--- src/rtl/branch_resolver.sv ---
// branch_resolver: MEM-stage branch resolution, mispredict flush/redirect and BTB training
module branch_resolver #(
  parameter int ENTRIES = 4,
  parameter int CNT_W   = 2,
  parameter int STAT_W  = 32
) (
  input  logic                       CLK,
  input  logic                       RST,
  input  logic                       stall,
  input  logic                       br_valid,
  input  logic [31:0]                br_pc,
  input  logic                       br_taken,
  input  logic [31:0]                br_target,
  input  logic                       pred_taken,
  input  logic [31:0]                pred_target,
  output logic                       flush,
  output logic [31:0]                redirect_pc,
  output logic                       btb_wen,
  output logic [$clog2(ENTRIES)-1:0] btb_widx,
  output logic [29-$clog2(ENTRIES):0] btb_wtag,
  output logic [31:0]                btb_wtarget,
  output logic [CNT_W-1:0]           btb_wcnt,
  output logic [STAT_W-1:0]          branch_count,
  output logic [STAT_W-1:0]          mispredict_count
);
  localparam int IDX_W = $clog2(ENTRIES);
  localparam int TAG_W = 30 - IDX_W;
  localparam logic [CNT_W-1:0] CNT_MAX  = '1;
  localparam logic [CNT_W-1:0] CNT_INIT = {1'b1, {(CNT_W-1){1'b0}}};

  logic               r_flush;
  logic [31:0]        r_redirect_pc;
  logic               r_wen;
  logic [IDX_W-1:0]   r_widx;
  logic [TAG_W-1:0]   r_wtag;
  logic [31:0]        r_wtarget;
  logic [CNT_W-1:0]   r_wcnt;
  logic [STAT_W-1:0]  r_branch_count;
  logic [STAT_W-1:0]  r_mispredict_count;
  logic [ENTRIES-1:0] r_valid;
  logic [TAG_W-1:0]   r_tag    [ENTRIES];
  logic [31:0]        r_target [ENTRIES];
  logic [CNT_W-1:0]   r_cnt    [ENTRIES];

  logic               w_accept;
  logic               w_mis;
  logic [31:0]        w_next_pc;
  logic [IDX_W-1:0]   w_idx;
  logic [TAG_W-1:0]   w_tag;
  logic               w_hit;
  logic [CNT_W-1:0]   w_cnt_old;
  logic [CNT_W-1:0]   w_cnt_new;
  logic [31:0]        w_target_new;
  logic               w_write;
  logic               w_unused;

  assign w_unused = ^br_pc[1:0];

  // Branches arriving during a flush are on the wrong path and are dropped.
  always_comb begin
    w_accept     = br_valid & ~stall & ~r_flush;
    w_mis        = (pred_taken != br_taken) | (br_taken & pred_taken & (pred_target != br_target));
    w_next_pc    = br_taken ? br_target : br_pc + 32'd4;
    w_idx        = br_pc[IDX_W+1:2];
    w_tag        = br_pc[31:IDX_W+2];
    w_hit        = r_valid[w_idx] & (r_tag[w_idx] == w_tag);
    w_cnt_old    = r_cnt[w_idx];
    w_cnt_new    = !w_hit ? CNT_INIT :
                   br_taken ? ((w_cnt_old == CNT_MAX) ? w_cnt_old : w_cnt_old + CNT_W'(1)) :
                   ((w_cnt_old == '0) ? w_cnt_old : w_cnt_old - CNT_W'(1));
    w_target_new = br_taken ? br_target : r_target[w_idx];
    w_write      = w_accept & (w_hit | br_taken);
  end

  // Flush/redirect pulse and statistics.
  always_ff @(posedge CLK) begin
    if (RST) begin
      r_flush            <= 1'b0;
      r_redirect_pc      <= '0;
      r_branch_count     <= '0;
      r_mispredict_count <= '0;
    end else begin
      r_flush            <= w_accept & w_mis;
      r_redirect_pc      <= (w_accept & w_mis) ? w_next_pc : 32'd0;
      r_branch_count     <= (w_accept && r_branch_count != '1) ? r_branch_count + STAT_W'(1) : r_branch_count;
      r_mispredict_count <= (w_accept && w_mis && r_mispredict_count != '1) ?
                            r_mispredict_count + STAT_W'(1) : r_mispredict_count;
    end
  end

  // BTB write port: strobe pulses, payload holds last written entry.
  always_ff @(posedge CLK) begin
    if (RST) begin
      r_wen     <= 1'b0;
      r_widx    <= '0;
      r_wtag    <= '0;
      r_wtarget <= '0;
      r_wcnt    <= '0;
      r_valid   <= '0;
    end else begin
      r_wen <= w_write;
      if (w_write) begin
        r_widx           <= w_idx;
        r_wtag           <= w_tag;
        r_wtarget        <= w_target_new;
        r_wcnt           <= w_cnt_new;
        r_valid[w_idx]   <= 1'b1;
      end
    end
  end

  // Shadow payload is only meaningful behind a valid bit, so it needs no reset.
  always_ff @(posedge CLK) begin
    if (w_write && !RST) begin
      r_tag[w_idx]    <= w_tag;
      r_target[w_idx] <= w_target_new;
      r_cnt[w_idx]    <= w_cnt_new;
    end
  end

  assign flush            = r_flush;
  assign redirect_pc      = r_redirect_pc;
  assign btb_wen          = r_wen;
  assign btb_widx         = r_widx;
  assign btb_wtag         = r_wtag;
  assign btb_wtarget      = r_wtarget;
  assign btb_wcnt         = r_wcnt;
  assign branch_count     = r_branch_count;
  assign mispredict_count = r_mispredict_count;
endmodule
--- config.mk ---
export PLATFORM = sky130hd
export DESIGN_NAME = branch_resolver
export DESIGN_NICKNAME = d
export VERILOG_FILES = /design/src/rtl/branch_resolver.sv
export SDC_FILE = /design/constraint.sdc
export NUM_CORES = 1
export LEC_CHECK = 0
export CORE_MARGIN = 4
export CORE_UTILIZATION = 40
export CTS_CLUSTER_SIZE = 40
export DETAILED_ROUTE_END_ITERATION = 6
export SLEW_MARGIN = 5
export SYNTH_ARGS = -nofsm -noshare
export SYNTH_HDL_FRONTEND = slang
export SYNTH_SLANG_ARGS = --single-unit
--- constraint.sdc ---
create_clock -name CLK -period 12.3 [get_ports CLK]
set_input_delay 1.23 -clock CLK [delete_from_list [all_inputs] [get_ports CLK]]
set_output_delay 1.23 -clock CLK [all_outputs]
set_load 0.02 [all_outputs]
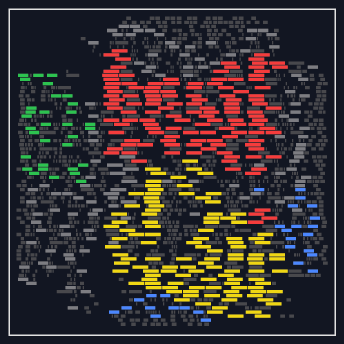
(where the registers sit)
Scale: 1.5 px per um. Other sequential cells in the stronger grey, the rest of the logic in the fainter grey.
[green] branch_count | flops: 32
[red] r_target | flops: 128
[yellow] r_tag | flops: 112
[blue] btb_wtag | flops: 28
not coloured: 114
sequential cell area: 0.0108 mm^2
reported sequential group power: 1.50 mW
Final Core Density: 51.1%
fraction of standard cell area that is sequential: 49.0%

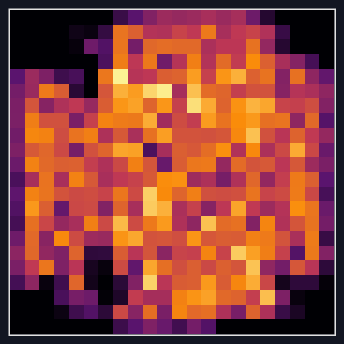
(cell area per tile)
Scale: 1.5 px per um. The die is cut into 22 by 22 equal tiles; black is low, pale yellow is high, 0 to 100% covered.
emptiest ninth of the die: upper left
fullest tile: 97%
mean over tiles: 45%
nearly empty tiles: 13%
tiles over 75% full: 11%
floorplan core density: 40.4%
placeable core region: 0.0430 mm^2

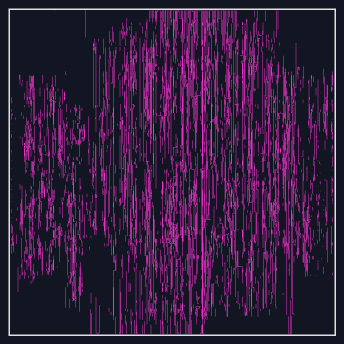
(the metal 2 layer)
Scale: 1.5 px per um.
longest straight run: 78.9 um
main direction: vertical

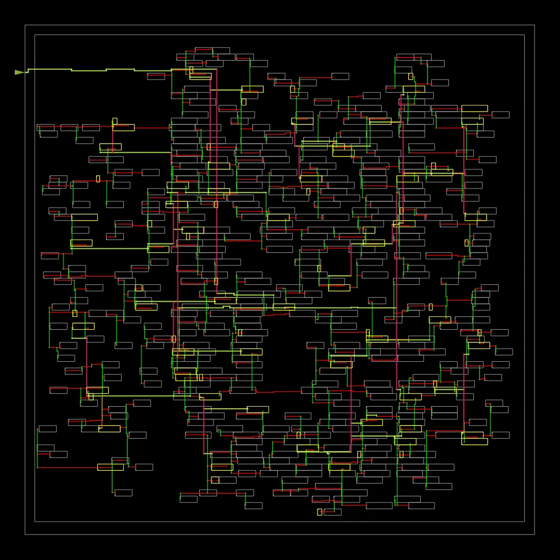
(the clock network)
FF+latch count: 414
number of clock-tree buffers in the layout: 67
number of clock buffers inserted by TritonCTS: 46
Clock Latency Late Sink: 0.56 ns

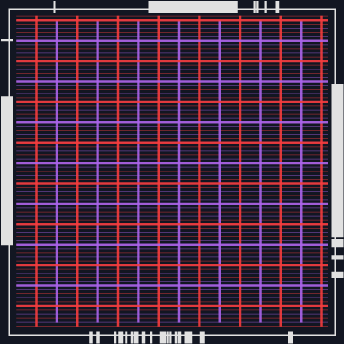
(PDN straps and rails)
Scale: 1.5 px per um. Pins as bars on the die edge.
[purple] VDD
[red] VSS
met1 rails: 77
rows: 76
met5 straps: 15
signal pins: 264
met4 straps: 15
overall die height: 216 um
Die Wd: 216 um
Max IR drop VDD: 0.0000959 V

==> worst min path at each step <==
stage / startpoint / end / slack (ns)
3_3_place_gp: btb_wtag[23] / btb_wtag[23] / 0.44
2_1_floorplan: r_valid[2] / r_valid[2] / 0.43
5_1_grt: btb_wtarget[25] / btb_wtarget[25] / 0.47
3_5_place_dp: btb_wtag[18] / btb_wtag[18] / 0.44
4_1_cts: btb_wtag[18] / btb_wtag[18] / 0.45
6_report: btb_wtarget[22] / btb_wtarget[22] / 0.45
==> cells in the final DEF (no fill, tap or decap), drive strengths merged, types with 18 or more instances in the layout <==
cell	synthesis	layout
xor2	41	41
nand2	264	264
dfxtp	166	166
mux4	49	49
a21oi	88	88
nor2	85	85
clkbuf	44	67
mux2i	32	32
inv	21	20
xnor2	81	81
nand3	34	34
nor2b	22	22
nand4	27	27
o21ai	43	43
edfxtp	248	248
or3	18	18
clkdlybuf4s50	0	259
==> routing by layer <==
layer  global-route usage [%]  wire (um)  vias up
met4                     4.91        799        4
met1                     27.0      20900     5905
met5                        0         27        -
li1                         -          -     5647
met3                     6.18       3770       63
met2                     33.5      23100      368
==> kinds of logic (layout without fill, tap and decap cells) <==
| kind of cell | Yosys count | in the layout | synth area share (%) |
|---|---|---|---|
| mux | 87 | 87 | 8.61 |
| other cells | 0 | 2 | 0 |
| xor+xnor | 122 | 122 | 6.16 |
| fa+ha+maj | 9 | 9 | 0.620 |
| compound gates | 174 | 174 | 5.80 |
| simple gates | 529 | 529 | 14.2 |
| flops | 414 | 414 | 62.1 |
| buf+inv | 96 | 381 | 2.60 |
==> flip-flops by register name, summed over array words and instances, names as in the netlist <==
register          cells
r_cnt                 8
btb_wtarget          32
btb_wen               1
mispredict_count     32
btb_wtag             28
branch_count         32
redirect_pc          32
r_target            128
btb_widx              2
r_tag               112
btb_wcnt              2
r_valid               4
flush                 1
==> power breakdown <==
part	total, mW	switching (mW)	internal [mW]	leakage [nW]
logic	0.241	0.142	0.0983	2.99
registers	1.50	0.00722	1.49	3.59
clock network	1.37	0.543	0.825	0.739
total	3.10	0.693	2.41	7.32
==> through the flow <==
step / std cells / worst slack [ns] / total power [mW] / utilization, % / hold slack [ns]
6_report: 2303 / 6.74 / 3.10 / 51.1 / 0.450
5_1_grt: 2301 / 6.38 / 3.22 / 51.1 / 0.472
4_1_cts: 2301 / 6.60 / 3.14 / 51.1 / 0.453
3_5_place_dp: 2215 / 6.00 / 1.77 / 47.6 / 0.445
3_3_place_gp: 2215 / 6.08 / 1.77 / 47.6 / 0.440
2_1_floorplan: 1431 / 7.14 / 1.65 / - / 0.429
==> worst register-to-register path: cells and delay by family, from the launching register on <==
family	cells	cell delay, ns
buf+inv	1	0.60
flops	1	0.36
compound gates	2	0.55
xor+xnor	1	0.21
mux	1	0.47
simple gates	4	1.48
==> layout make-up <==
cell class / count / share of cell area [%]
Multi-Input combinational cell: 921 / 28.1
Sequential cell: 414 / 49.0
Timing Repair Buffer: 274 / 12.3
Inverter: 21 / 0.359
Tap cell: 585 / 3.33
Clock buffer: 67 / 5.98
Clock inverter: 19 / 0.894
Antenna cell: 2 / 0.0228
==> metrics.log <==
[report] implementation figures
INFO  metric clkTransAtPathRegs = 0.06 ns
INFO  metric layout_filler_cell_count = ~3,900
INFO  metric syn_avg_cell_area = roughly 12 um^2
INFO  metric post_synth_num_cell_types = ~60
INFO  metric critPathMostFrequentCell = sky130_fd_sc_hd__buf_4
INFO  metric total_congestion_overflow_after_global_routing = 0
INFO  metric mapped_area = between 0.015 and 0.02 mm^2
INFO  metric synthDominantAreaCellType = sky130_fd_sc_hd__edfxtp_1
INFO  metric groute.usage.overall = between 20% and 30%
INFO  metric outcome = completed
INFO  metric drt_wl_total = slightly below 50 mm
INFO  metric worst_path_dominant_cell_family = buffers and inverters
INFO  metric synth_top_cell_by_count = sky130_fd_sc_hd__nand2_1
INFO  metric period_needed = 5.56 ns
INFO  metric vias_per_cell = about 5.2
INFO  metric post_synth_inst_count = about 1,400
INFO  metric design.final.nets = approximately 1,800
INFO  metric grt_pass1_wl = between 70 and 80 mm
INFO  metric ff2ff_setup_slack = 8.23 ns
INFO  metric fp-row-count = approximately 76
INFO  metric drt_iter0_markers = 812
INFO  metric post_route_cells_drive_above_1_share = under 10%
INFO  metric cts_max_level = 2
INFO  metric io-pin-count = 264
INFO  metric worst_setup_path_startpoint = br_pc[2]
INFO  metric io_buffers = between 200 and 300
INFO  metric worst-endpoint-required = 12.49 ns
INFO  metric first_pass_iters = 4
INFO  metric numClockSinks = 414
INFO  metric cp-endpoint = r_target[1][20]
INFO  metric layout_worst_path_cycle_share = 45.2%
INFO  metric yosys.stat.chipArea = 0.0174 mm^2
INFO  metric postSynth.asyncResetShare = 0%
INFO  metric worstRegToRegCells = 9
INFO  metric cellPowerDensity = between 100 and 150 mW/mm^2
No activity file was given, so power comes from the tool's default toggle rates.
